[src/rtl/serial_mag_comparator_if.sv]
// Bundle of the serial magnitude comparator's request/result signals and its
// link to the external 2-bit comparator cell.
//   start, a, b            : compare request and operands (into the comparator)
//   slice_a, slice_b       : current 2-bit slices sent to the comparator cell
//   cmp_g, cmp_e, cmp_l    : cell answer for the current slices
//   busy, done             : activity flag and one-cycle completion pulse
//   gt, eq, lt, err        : held result of the last compare
// Modport slave is the comparator block; master is the surrounding logic
// (requester plus the 2-bit cell).
interface serial_mag_comparator_if #(
    parameter int WIDTH = 8
) ();
    logic             start;
    logic [WIDTH-1:0] a;
    logic [WIDTH-1:0] b;
    logic [1:0]       slice_a;
    logic [1:0]       slice_b;
    logic             cmp_g;
    logic             cmp_e;
    logic             cmp_l;
    logic             busy;
    logic             done;
    logic             gt;
    logic             eq;
    logic             lt;
    logic             err;

    modport slave (
        input  start, a, b, cmp_g, cmp_e, cmp_l,
        output slice_a, slice_b, busy, done, gt, eq, lt, err
    );

    modport master (
        output start, a, b, cmp_g, cmp_e, cmp_l,
        input  slice_a, slice_b, busy, done, gt, eq, lt, err
    );
endinterface

[src/rtl/serial_mag_comparator.sv]
// Multi-cycle WIDTH-bit magnitude comparator. Operands are latched on start
// and fed MSB-slice first, 2 bits per cycle, to an external 2-bit comparator
// cell; evaluation stops at the first decisive slice or after the last one.
// Ports:
//   clk    : clock, all state changes on the rising edge
//   rst_n  : synchronous active-low reset
//   bus    : serial_mag_comparator_if.slave (request, cell link, result)
//
// state   | meaning
// --------+------------------------------------------------------------
// ST_IDLE | waiting for start; result registers hold the last answer
// ST_RUN  | presenting slice cnt, sampling the cell answer every edge
// ST_DONE | one-cycle done pulse, then back to idle
module serial_mag_comparator #(
    parameter int WIDTH = 8
) (
    input logic                    clk,
    input logic                    rst_n,
    serial_mag_comparator_if.slave bus
);
    localparam int S     = WIDTH / 2;
    localparam int CNT_W = (S > 1) ? $clog2(S) : 1;
    localparam logic [CNT_W-1:0] CNT_LAST = CNT_W'(S - 1);

    typedef enum logic [1:0] {ST_IDLE, ST_RUN, ST_DONE} state_t;

    state_t           r_state;
    state_t           w_state_nxt;
    logic [WIDTH-1:0] r_a_sh;
    logic [WIDTH-1:0] r_b_sh;
    logic [CNT_W-1:0] r_cnt;
    logic             r_gt;
    logic             r_eq;
    logic             r_lt;
    logic             r_err;

    logic             w_onehot;
    logic             w_load;
    logic             w_shift;
    logic             w_set_gt;
    logic             w_set_eq;
    logic             w_set_lt;
    logic             w_set_err;

    always_ff @(posedge clk) begin
        if (!rst_n) r_state <= ST_IDLE;
        else        r_state <= w_state_nxt;
    end

    always_comb begin
        w_state_nxt = r_state;
        w_load      = 1'b0;
        w_shift     = 1'b0;
        w_set_gt    = 1'b0;
        w_set_eq    = 1'b0;
        w_set_lt    = 1'b0;
        w_set_err   = 1'b0;
        bus.slice_a = 2'b00;
        bus.slice_b = 2'b00;
        bus.done    = 1'b0;

        case ({bus.cmp_g, bus.cmp_e, bus.cmp_l})
            3'b100, 3'b010, 3'b001: w_onehot = 1'b1;
            default:                w_onehot = 1'b0;
        endcase

        case (r_state)
            ST_IDLE: begin
                if (bus.start) begin
                    w_load      = 1'b1;
                    w_state_nxt = ST_RUN;
                end
            end
            ST_RUN: begin
                // Slices come straight from the shift registers so the cell
                // answer never feeds back into what is presented to it.
                bus.slice_a = r_a_sh[WIDTH-1 -: 2];
                bus.slice_b = r_b_sh[WIDTH-1 -: 2];
                if (!w_onehot) begin
                    w_set_err   = 1'b1;
                    w_state_nxt = ST_DONE;
                end else if (bus.cmp_g) begin
                    w_set_gt    = 1'b1;
                    w_state_nxt = ST_DONE;
                end else if (bus.cmp_l) begin
                    w_set_lt    = 1'b1;
                    w_state_nxt = ST_DONE;
                end else if (r_cnt == CNT_LAST) begin
                    w_set_eq    = 1'b1;
                    w_state_nxt = ST_DONE;
                end else begin
                    w_shift     = 1'b1;
                end
            end
            ST_DONE: begin
                bus.done    = 1'b1;
                w_state_nxt = ST_IDLE;
            end
            default: w_state_nxt = ST_IDLE;
        endcase
    end

    always_ff @(posedge clk) begin
        if (!rst_n) begin
            r_a_sh <= '0;
            r_b_sh <= '0;
            r_cnt  <= '0;
            r_gt   <= 1'b0;
            r_eq   <= 1'b0;
            r_lt   <= 1'b0;
            r_err  <= 1'b0;
        end else if (w_load) begin
            r_a_sh <= bus.a;
            r_b_sh <= bus.b;
            r_cnt  <= '0;
            r_gt   <= 1'b0;
            r_eq   <= 1'b0;
            r_lt   <= 1'b0;
            r_err  <= 1'b0;
        end else begin
            if (w_shift) begin
                r_a_sh <= r_a_sh << 2;
                r_b_sh <= r_b_sh << 2;
                r_cnt  <= r_cnt + 1'b1;
            end
            if (w_set_gt)  r_gt  <= 1'b1;
            if (w_set_eq)  r_eq  <= 1'b1;
            if (w_set_lt)  r_lt  <= 1'b1;
            if (w_set_err) begin
                r_err <= 1'b1;
                r_gt  <= 1'b0;
                r_eq  <= 1'b0;
                r_lt  <= 1'b0;
            end
        end
    end

    assign bus.busy = (r_state != ST_IDLE);
    assign bus.gt   = r_gt;
    assign bus.eq   = r_eq;
    assign bus.lt   = r_lt;
    assign bus.err  = r_err;
endmodule
[src/flat_wrapper.sv]
// flat-port wrapper written by rule: the top's interface ports become plain ports
module serial_mag_comparator_flat 
#(
    parameter int WIDTH = 8
)
  (clk, rst_n, bus_start, bus_a, bus_b, bus_cmp_g, bus_cmp_e, bus_cmp_l, bus_slice_a, bus_slice_b, bus_busy, bus_done, bus_gt, bus_eq, bus_lt, bus_err);
  serial_mag_comparator_if #(.WIDTH(WIDTH)) bus_i ();
  input logic clk;
  input logic rst_n;
  input wire logic [$bits(bus_i.start)-1:0] bus_start;
  input wire logic [$bits(bus_i.a)-1:0] bus_a;
  input wire logic [$bits(bus_i.b)-1:0] bus_b;
  input wire logic [$bits(bus_i.cmp_g)-1:0] bus_cmp_g;
  input wire logic [$bits(bus_i.cmp_e)-1:0] bus_cmp_e;
  input wire logic [$bits(bus_i.cmp_l)-1:0] bus_cmp_l;
  output wire logic [$bits(bus_i.slice_a)-1:0] bus_slice_a;
  output wire logic [$bits(bus_i.slice_b)-1:0] bus_slice_b;
  output wire logic [$bits(bus_i.busy)-1:0] bus_busy;
  output wire logic [$bits(bus_i.done)-1:0] bus_done;
  output wire logic [$bits(bus_i.gt)-1:0] bus_gt;
  output wire logic [$bits(bus_i.eq)-1:0] bus_eq;
  output wire logic [$bits(bus_i.lt)-1:0] bus_lt;
  output wire logic [$bits(bus_i.err)-1:0] bus_err;
  assign bus_i.start = bus_start;
  assign bus_i.a = bus_a;
  assign bus_i.b = bus_b;
  assign bus_i.cmp_g = bus_cmp_g;
  assign bus_i.cmp_e = bus_cmp_e;
  assign bus_i.cmp_l = bus_cmp_l;
  assign bus_slice_a = bus_i.slice_a;
  assign bus_slice_b = bus_i.slice_b;
  assign bus_busy = bus_i.busy;
  assign bus_done = bus_i.done;
  assign bus_gt = bus_i.gt;
  assign bus_eq = bus_i.eq;
  assign bus_lt = bus_i.lt;
  assign bus_err = bus_i.err;
  serial_mag_comparator #(.WIDTH(WIDTH)) u_core (.clk(clk), .rst_n(rst_n), .bus(bus_i));
endmodule
[config.mk]
export PLATFORM = sky130hd
export DESIGN_NAME = serial_mag_comparator_flat
export DESIGN_NICKNAME = d
export VERILOG_FILES = /design/src/rtl/serial_mag_comparator_if.sv /design/src/rtl/serial_mag_comparator.sv /design/src/flat_wrapper.sv
export SDC_FILE = /design/constraint.sdc
export NUM_CORES = 1
export LEC_CHECK = 0
export ABC_AREA = 1
export CORE_ASPECT_RATIO = 0.9
export CORE_MARGIN = 4
export CORE_UTILIZATION = 35
export CTS_BUF_LIST = sky130_fd_sc_hd__clkbuf_2 sky130_fd_sc_hd__clkbuf_4 sky130_fd_sc_hd__clkbuf_8
export CTS_CLUSTER_SIZE = 30
export DETAILED_ROUTE_END_ITERATION = 10
export HOLD_SLACK_MARGIN = 0.03
export SLEW_MARGIN = 20
export SYNTH_ARGS = -nofsm -noshare
export SYNTH_HDL_FRONTEND = slang
export SYNTH_SLANG_ARGS = --single-unit
[constraint.sdc]
create_clock -name clk -period 1.6 [get_ports clk]
set_clock_uncertainty 0.2 [all_clocks]
set_input_delay 0.16 -clock clk [delete_from_list [all_inputs] [get_ports clk]]
set_output_delay 0.16 -clock clk [all_outputs]
set_load 0.1 [all_outputs]
Congestion heat map:
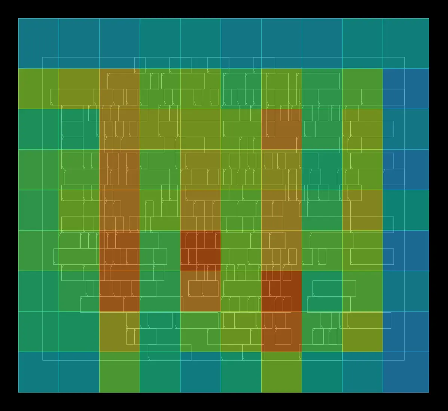
per-cell routed wire length: 10.6 um
met1 usage: 15.5%
grt met2 use: 20.3%
GRT Max-Usage Layer: met2

==> flow_summary.json <==
{
  "flop_cell": "dfxtp_1",
  "drtIter0Drc": 71,
  "yosys-top-cells-count": "nand2_1 (67), dfxtp_1 (24), a21oi_1 (17)",
  "die_area_um2": 4460,
  "setup_slack_ns": 0.0521,
  "hold_start": "bus_b[0]",
  "area_growth_syn_to_layout_pct": 46.9,
  "yosys.area.top_type": "dfxtp_1",
  "warning_count": 28,
  "clk_latency_ns": 0.27,
  "min_period_ns": 1.55,
  "yosysWarnings": 0,
  "critPathKind": "reg2out",
  "powerDensity_nw_per_um2": 775,
  "globalRoute.totalOverflow": 0,
  "post-route-util_pct": 55.7,
  "die_w_um": 69.9,
  "syn_nets": 196,
  "yosys_cells": 173,
  "status": "finished clean",
  "fp-row-count": 19,
  "synth-seq-cells": 24,
  "timing.setup.tns_ns": 0,
  "worstPathRequired_ns": 1.24,
  "clockRootBuffer": "clkbuf_8",
  "peakVddDrop_mv": 0.577,
  "ys_types": 26,
  "numClockSinks": 24,
  "slew-limit-headroom_pct": 82.7,
  "rsz0062_at_grt": "yes",
  "wl_mm": 2.65,
  "synth_top_area_share_pct": 39.8,
  "endpoint_kind": "primary output",
  "antenna_cells": 0,
  "critPathLaunchType": "flop",
  "place_congestion": 0.778,
  "h-tree-depth": 1,
  "grt_max_degree": 19,
  "die_y_um": 63.8,
  "synth_seq_share_pct": 39.8,
  "whs_endpoint": "u_core.r_b_sh[0]",
  "track_usage_pct": 11.9,
  "drt_pass1_iterations": 4
}
Cell area per tile:
The die is cut into 7 by 6 equal tiles; dark blue is low, red is high, 0 to 100% covered.
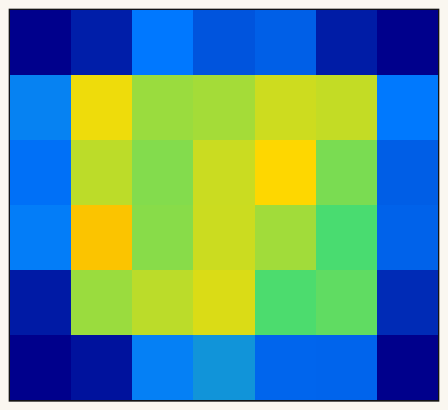
- tiles over 75% full: 4.8%
- fullest tile: 78%
- mean over tiles: 39%
- nearly empty tiles: 9.5%

-- how the worst max path moves through the flow --
stage	end	cells after the start
floorplan	bus_slice_a[0]	2
global placement	u_core.r_b_sh[1]	7
detailed placement	u_core.r_b_sh[1]	7
CTS	u_core.r_b_sh[5]	7
global route	bus_slice_a[0]	4
finish	bus_slice_a[0]	3
-- routing by layer --
metal | up-vias | global-route usage (%) | share of wire (%)
met5 | - | 0 | 0
met4 | 0 | 1.44 | 0
met3 | 0 | 3.29 | 3.4
met2 | 19 | 20.3 | 47
met1 | 523 | 15.5 | 50
li1 | 615 | - | -
-- worst reg2reg max path, stage by stage (launching register included) --
cell     delay, ns
dfxtp_2       0.34
ha_2          0.18
inv_2         0.07
nand4_4       0.12
o21ai_4       0.20
buf_12        0.14
nand2_1       0.07
a21oi_2       0.11
-- cell families (layout without fill, tap and decap cells) --
kind of cell               Yosys count  count (layout)  share of synthesized area (%)
DFF                                 24              24                           39.8
and+or+nand+nor                     98              98                           36.3
adders and majority gates            1               1                           1.04
buffers and inverters               26              62                           11.2
AOI/OAI and AO/OA                   24              24                           11.7
-- flip-flops by register name, indices dropped and copies added (netlist names) --
name / count
u_core.bus.eq: 1
u_core.bus.err: 1
u_core.bus.gt: 1
u_core.bus.lt: 1
u_core.r_a_sh: 8
u_core.r_b_sh: 8
u_core.r_cnt: 2
u_core.r_state: 2
-- placed cells by master, fill, tap and decap left out, drive strengths merged --
cell type      instances
nand4                  2
o21ai                  2
nand3                 14
inv                   19
nor2                  11
o211ai                 1
ha                     1
clkinv                 1
nor3                   1
clkdlybuf4s50         21
nand2                 70
clkbuf                 4
buf                   17
dfxtp                 24
a21oi                 21
-- metrics by stage --
stage	cells	total power (W)	hold slack, ns	cell area (um^2)
6_report	251	0.00138	0.243	1780
3_3_place_gp	246	0.000965	0.252	1690
5_1_grt	251	0.00144	0.260	1780
2_1_floorplan	173	0.000850	0.0858	1220
4_1_cts	250	0.00139	0.236	1750
3_5_place_dp	246	0.000970	0.259	1690
-- report_power, final --
part	leakage, nW	total, W	internal, W	switching, W
Clock	0.0288	0.000412	0.000220	0.000192
Sequential	0.196	0.000639	0.000624	0.0000157
Combinational	0.498	0.000325	0.000139	0.000186
-- area by class of cell --
| class | count | area [um^2] |
|---|---|---|
| Inverter | 20 | 80.1 |
| Tap cell | 42 | 52.6 |
| Sequential cell | 24 | 482 |
| Fill cell | 322 | 1410 |
| Clock buffer | 4 | 55.1 |
| Timing Repair Buffer | 38 | 475 |
| Multi-Input combinational cell | 123 | 631 |
-- repair_timing --
| action | 4_1_cts | 5_1_grt |
|---|---|---|
| buffers inserted | 0 | 1 |
| pin swaps | 0 | 2 |
| cloned | 0 | 0 |
| endpoints found under the setup margin | 2 | 16 |
| gates resized | 1 | 7 |
Power is estimated from default activity; no workload was simulated.
